### src/rtl/timer_core_pkg.sv
// Shared definitions for the machine timer slice.
// Widths, the software-interrupt bit position, the default prescale and
// a helper that sizes the prescaler counter.
package timer_core_pkg;

  localparam int unsigned MTIME_W          = 64;
  localparam int unsigned MSIP_SIRQ_BIT    = 0;
  localparam int unsigned PRESCALE_DEFAULT = 1;

  typedef logic [MTIME_W-1:0] mtime_t;

  // Counter width for a prescaler of p cycles; never less than one bit.
  function automatic int unsigned prescale_width(input int unsigned p);
    return (p > 1) ? $clog2(p) : 1;
  endfunction

endpackage

### src/rtl/timer_core_if.sv
// Register-block <-> timer_core bundle.
//   mtimecmp    : compare value            (reg block -> core)
//   msip        : software-interrupt reg   (reg block -> core)
//   mtime_we    : mtime half-load strobes  (reg block -> core)
//   mtime_wdata : mtime load data          (reg block -> core)
//   mtime       : current timer value      (core -> reg block)
// master = register block side, slave = timer_core side.
interface timer_core_if;
  import timer_core_pkg::*;

  mtime_t      mtimecmp;
  logic [31:0] msip;
  logic [1:0]  mtime_we;
  mtime_t      mtime_wdata;
  mtime_t      mtime;

  modport master (
    output mtimecmp, msip, mtime_we, mtime_wdata,
    input  mtime
  );

  modport slave (
    input  mtimecmp, msip, mtime_we, mtime_wdata,
    output mtime
  );

endinterface

### src/rtl/timer_prescaler.sv
// Divides clk down to a single-cycle tick every PRESCALE cycles.
// Ports:
//   clk, rst_n : clock, async active-low reset
//   clr        : restart the count (mtime load)
//   hold       : freeze the count and suppress tick (debug halt)
//   tick       : one-cycle pulse when the count reaches PRESCALE-1
module timer_prescaler
  import timer_core_pkg::*;
#(
  parameter int unsigned PRESCALE = PRESCALE_DEFAULT
) (
  input  logic clk,
  input  logic rst_n,
  input  logic clr,
  input  logic hold,
  output logic tick
);

  localparam int unsigned     PW   = prescale_width(PRESCALE);
  localparam logic [PW-1:0]   PMAX = PW'(PRESCALE - 1);

  logic [PW-1:0] pcnt;
  logic          at_max;

  assign at_max = (pcnt == PMAX);
  assign tick   = at_max & ~hold;

  // clr wins over hold so a load during halt still restarts the count.
  always_ff @(posedge clk or negedge rst_n) begin
    if (!rst_n) begin
      pcnt <= '0;
    end else if (clr) begin
      pcnt <= '0;
    end else if (!hold) begin
      if (at_max) pcnt <= '0;
      else        pcnt <= pcnt + 1'b1;
    end
  end

endmodule

### src/rtl/timer_core.sv
// Machine timer functional core: free-running 64-bit mtime with prescaler,
// half-word loads, mtimecmp comparator and software-interrupt register.
// Ports:
//   clk, rst_n : clock, async active-low reset
//   bus        : timer_core_if.slave (mtimecmp, msip, mtime_we,
//                mtime_wdata in; mtime out)
//   timer_irq  : level, registered (mtime >= mtimecmp)
//   soft_irq   : level, registered msip[0]
//   dbg_halt   : only with TIMER_DEBUG_HALT_EN; freezes counting
// Optional feature macro: TIMER_DEBUG_HALT_EN
module timer_core
  import timer_core_pkg::*;
#(
  parameter int unsigned PRESCALE  = PRESCALE_DEFAULT,
  parameter mtime_t      MTIME_RST = 64'h0
) (
  input  logic          clk,
  input  logic          rst_n,
  timer_core_if.slave   bus,
`ifdef TIMER_DEBUG_HALT_EN
  input  logic          dbg_halt,
`endif
  output logic          timer_irq,
  output logic          soft_irq
);

  mtime_t mtime_q;
  mtime_t mtime_inc;
  mtime_t mtime_nxt;
  logic   tick;
  logic   load;
  logic   hold;
  logic   unused_msip;

`ifdef TIMER_DEBUG_HALT_EN
  assign hold = dbg_halt;
`else
  assign hold = 1'b0;
`endif

  assign load        = |bus.mtime_we;
  assign unused_msip = ^bus.msip[31:1];

  timer_prescaler #(
    .PRESCALE (PRESCALE)
  ) u_prescaler (
    .clk   (clk),
    .rst_n (rst_n),
    .clr   (load),
    .hold  (hold),
    .tick  (tick)
  );

  // Full-width increment first, then per-half load override, so a
  // non-loaded high half still sees the carry out of the old low word.
  always_comb begin
    mtime_inc = mtime_q + {{(MTIME_W-1){1'b0}}, tick};
    mtime_nxt = mtime_inc;
    if (bus.mtime_we[0]) mtime_nxt[31:0]  = bus.mtime_wdata[31:0];
    if (bus.mtime_we[1]) mtime_nxt[63:32] = bus.mtime_wdata[63:32];
  end

  always_ff @(posedge clk or negedge rst_n) begin
    if (!rst_n) begin
      mtime_q   <= MTIME_RST;
      timer_irq <= 1'b0;
      soft_irq  <= 1'b0;
    end else begin
      mtime_q   <= mtime_nxt;
      timer_irq <= (mtime_q >= bus.mtimecmp);
      soft_irq  <= bus.msip[MSIP_SIRQ_BIT];
    end
  end

  assign bus.mtime = mtime_q;

endmodule

### src/flat_wrapper.sv
// flat-port wrapper written by rule: the top's interface ports become plain ports
module timer_core_flat import timer_core_pkg::*;
#(
  parameter int unsigned PRESCALE  = PRESCALE_DEFAULT,
  parameter mtime_t      MTIME_RST = 64'h0
)
  (clk, rst_n, timer_irq, soft_irq, bus_mtimecmp, bus_msip, bus_mtime_we, bus_mtime_wdata, bus_mtime);
  timer_core_if bus_i ();
  input  logic clk;
  input  logic rst_n;
  output logic timer_irq;
  output logic soft_irq;
  input wire logic [$bits(bus_i.mtimecmp)-1:0] bus_mtimecmp;
  input wire logic [$bits(bus_i.msip)-1:0] bus_msip;
  input wire logic [$bits(bus_i.mtime_we)-1:0] bus_mtime_we;
  input wire logic [$bits(bus_i.mtime_wdata)-1:0] bus_mtime_wdata;
  output wire logic [$bits(bus_i.mtime)-1:0] bus_mtime;
  assign bus_i.mtimecmp = bus_mtimecmp;
  assign bus_i.msip = bus_msip;
  assign bus_i.mtime_we = bus_mtime_we;
  assign bus_i.mtime_wdata = bus_mtime_wdata;
  assign bus_mtime = bus_i.mtime;
  timer_core #(.PRESCALE(PRESCALE), .MTIME_RST(MTIME_RST)) u_core (.clk(clk), .rst_n(rst_n), .bus(bus_i), .timer_irq(timer_irq), .soft_irq(soft_irq));
endmodule
### config.mk
export PLATFORM = sky130hd
export DESIGN_NAME = timer_core_flat
export DESIGN_NICKNAME = d
export VERILOG_FILES = /design/src/rtl/timer_core_pkg.sv /design/src/rtl/timer_core_if.sv /design/src/rtl/timer_prescaler.sv /design/src/rtl/timer_core.sv /design/src/flat_wrapper.sv
export SDC_FILE = /design/constraint.sdc
export NUM_CORES = 1
export LEC_CHECK = 0
export CAP_MARGIN = 15
export CORE_MARGIN = 5
export CORE_UTILIZATION = 35
export DETAILED_ROUTE_END_ITERATION = 6
export PLACE_DENSITY = 0.66
export SETUP_SLACK_MARGIN = 0.02
export SLEW_MARGIN = 30
export SYNTH_ARGS = -nofsm -noshare
export SYNTH_HDL_FRONTEND = slang
export SYNTH_SLANG_ARGS = --single-unit
### constraint.sdc
create_clock -name clk -period 6.4 [get_ports clk]
set_clock_uncertainty 0.15 [all_clocks]
set_input_delay 0.64 -clock clk [delete_from_list [all_inputs] [get_ports clk]]
set_output_delay 0.64 -clock clk [all_outputs]
set_load 0.05 [all_outputs]
==> flow_summary.json <==
{
  "fmax_mhz": 314,
  "initCoreUtil_pct": 35.4,
  "hold_class": "in2async",
  "synth_nets": 840,
  "path_max_fanout": 3,
  "arrival_ps": 3240,
  "slowest_stage": "clkdlybuf4s50_1",
  "syn_area_um2": 5110,
  "path_cells": "clkdlybuf4s50_1 > inv_1 > ha_1 > a21oi_1 > nand2_1 > a221o_1 > a211o_1 > nor4_1 > a21oi_1 > or4_1",
  "peakVddDrop_v": 0.000142,
  "hold_buffers": 0,
  "wirelength_um": 15900,
  "yosysTopAreaCell": "dfrtp_1",
  "mux_share_pct": 0.220,
  "crit_path_start_kind": "input pin",
  "synth_warnings": 0,
  "htree_levels": 3,
  "fin_setup_tns_ps": 0,
  "area_leaders": "dfrtp_1 (32%), ha_1 (16%), xor2_1 (7.2%)",
  "die_w_um": 131,
  "synthXorXnorAreaFrac_pct": 10.6,
  "drive_gt1_share_pct": 4.34,
  "mostFrequentLayoutCell": "clkdlybuf4s50_1",
  "cts_root_buf": "clkbuf_16",
  "worst_setup_path_end_kind": "register",
  "dp_hpwl_um": 12600,
  "ys_cells": 611,
  "hold_viol": 0,
  "critPathKind": "in2reg",
  "fillers": 1375,
  "timing.critical_path.mode_cell": "a21oi_1",
  "final_layout_top_logic_cells": "clkdlybuf4s50_1 (195), nand2_1 (91), inv_1 (70), o21ai_0 (66), dfrtp_1 (66)",
  "relSlewSlack_pct": 57.7,
  "antenna_found_initial": 0,
  "yosysSeqAreaShare_pct": 32.3,
  "simple_gate_area_share_pct": 22.3,
  "setup_viol": 0,
  "netlist.area_leader.share_pct": 32.3,
  "core_um2": 14400,
  "ys_area_um2": 5110,
  "die_area_um2": 17100,
  "p_per_area_nw_per_um2": 217,
  "grt_max_degree": 67,
  "drc": 0,
  "ioPinCount": 230,
  "grt_pass1_wl_um": 25400,
  "dr.pass1.iters": 4,
  "final_cell_area_um2": 7610,
  "synth_flops": 66,
  "cts_setup_buffers": 0,
  "fin_crit_sh_pct": 49.7,
  "path_clk_slew_ps": 60,
  "area_delta_synth_final_pct": 49.0,
  "critical-path-max-stage-delay_ps": 460,
  "syn_inst": 611,
  "p_leak_nw": 3.43,
  "final_nets": 1031,
  "place_area_um2": 7230,
  "grt_setup_unrepaired": "false",
  "postRouteAntennaNets": 0,
  "routabilityCongestion": 0.865,
  "num_rows": 44,
  "ff_type": "dfrtp_1",
  "cts_tree": "done",
  "fp.dieH_um": 131,
  "edf_count": 0,
  "fa_ha_area_share_pct": 15.9,
  "synth-async-reset-ratio_pct": 100,
  "drv_cap": 0,
  "io_buffers": 198,
  "grt_use_total_pct": 18.7,
  "gr-total-overflow": 0,
  "syn_area_per_cell_um2": 8.36,
  "routedWlPerCell_um": 16.0,
  "netlist-cell-type-count": 43,
  "cts-resized-gates": 0,
  "clock_sinks": 66,
  "cp.required_ps": 6460,
  "drv_slew": 0,
  "fin_util_pct": 52.8,
  "outcome": "finished clean",
  "fin_crit_ps": 3180,
  "tightest_slew_ps": 634,
  "warnings": 57,
  "logic_family": "simple AND/OR/NAND/NOR gates",
  "grt_pass1_vias": 5112,
  "first_iter_violations": 205,
  "avgViaCountPerCell": 4.98,
  "via_count": 4941,
  "aoi_share_pct": 12.0,
  "clockBufferDepth": 2
}
## worst max-delay path, delay by kind of cell
| kind | cells | cell delay [ps] |
|---|---|---|
| adders and majority gates | 1 | 300 |
| AOI/OAI and AO/OA | 4 | 980 |
| and+or+nand+nor | 3 | 810 |
| buffers and inverters | 2 | 500 |
## Yosys cell counts, types with 2 or more instances
| cell type | n |
|---|---|
| a211o_1 | 2 |
| a211oi_1 | 3 |
| a21o_1 | 8 |
| a21oi_1 | 22 |
| a221o_1 | 2 |
| and2_1 | 4 |
| and3_1 | 12 |
| and3_2 | 4 |
| and4_1 | 4 |
| and4_2 | 2 |
| clkbuf_1 | 15 |
| dfrtp_1 | 66 |
| ha_1 | 65 |
| inv_1 | 70 |
| nand2_1 | 91 |
| nand3_1 | 28 |
| nand4_1 | 28 |
| nand4_4 | 2 |
| nor2_1 | 20 |
| nor2b_1 | 2 |
| nor3_1 | 5 |
| nor4_1 | 6 |
| o21ai_0 | 66 |
| o21ai_1 | 5 |
| xnor2_1 | 20 |
| xor2_1 | 42 |
## path summary, 6_finish.rpt
| path | startpoint | end | cells past startpoint | slack, ps |
|---|---|---|---|---|
| max | bus_mtimecmp[46] | u_core.timer_irq$_DFF_PN0_ | 10 | 3220 |
| min | rst_n | u_core.bus.mtime[16]$_DFF_PN0_ | 1 | 150 |
| max reg2reg | u_core.bus.mtime[46]$_DFF_PN0_ | u_core.timer_irq$_DFF_PN0_ | 8 | 3520 |
| min reg2reg | u_core.bus.mtime[0]$_DFF_PN0_ | u_core.bus.mtime[0]$_DFF_PN0_ | 1 | 470 |
| max in group asynchronous | rst_n | u_core.bus.mtime[60]$_DFF_PN0_ | 1 | 5500 |
| min in group clk | u_core.bus.mtime[0]$_DFF_PN0_ | u_core.bus.mtime[0]$_DFF_PN0_ | 1 | 470 |
## per-stage QoR
step           total power [mW]  worst slack (ps)  std cells  hold slack, ps
3_5_place_dp               1.05              2870        975             431
2_1_floorplan             0.813              3680        611             194
3_3_place_gp               1.04              2910        975             415
5_1_grt                    1.73              3050        991             220
4_1_cts                    1.67              3210        991             313
6_report                   1.65              3220        992             149
## sequential cells by signal, indices dropped and copies added (netlist names)
name / count
u_core.bus.mtime: 64
u_core.soft_irq: 1
u_core.timer_irq: 1
## metal layers
metal,track usage [%],vias to the layer above,routed length (um)
met3,5.81,23,1470
li1,-,2492,-
met2,31.0,171,7330
met5,0,-,0
met1,23.0,2255,6770
met4,6.59,0,306
## cell type report
type / instances / area (um^2) / share of cell area [%]
Sequential cell: 66 / 1650 / 21.7
Inverter: 70 / 263 / 3.45
Clock buffer: 9 / 225 / 2.96
Multi-Input combinational cell: 457 / 3120 / 41.0
Timing Repair Buffer: 198 / 1980 / 26.0
Tap cell: 184 / 230 / 3.03
Clock inverter: 7 / 141 / 1.86
Antenna cell: 1 / 2.50 / 0.0329
## power by group
group / switching (mW) / internal [mW] / leakage [nW] / total (mW)
Clock: 0.195 / 0.420 / 0.176 / 0.615
Combinational: 0.291 / 0.225 / 2.45 / 0.516
Sequential: 0.0658 / 0.457 / 0.800 / 0.523
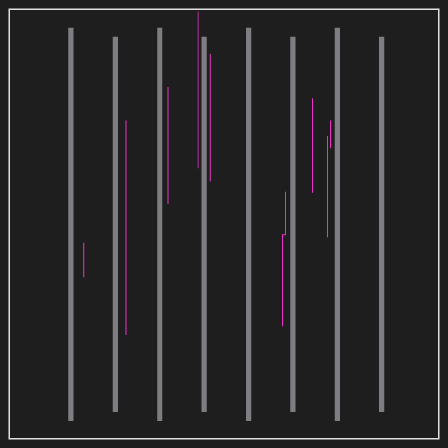
Figure 1: met4 routing.
Supply wires on this layer in grey.
nets with wire on the layer	7
longest straight run	65.3 um
main direction	vertical

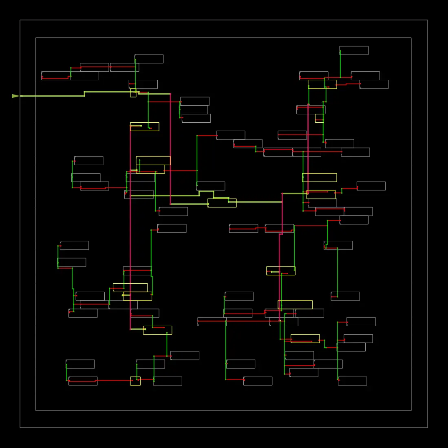
Figure 2: the clock network.
Seq cells: 66
CTS buffer count: 9
Clock Power: 0.615 mW
Worst-Skew Late Latency: 340 ps

No activity file was given, so power comes from the tool's default toggle rates.
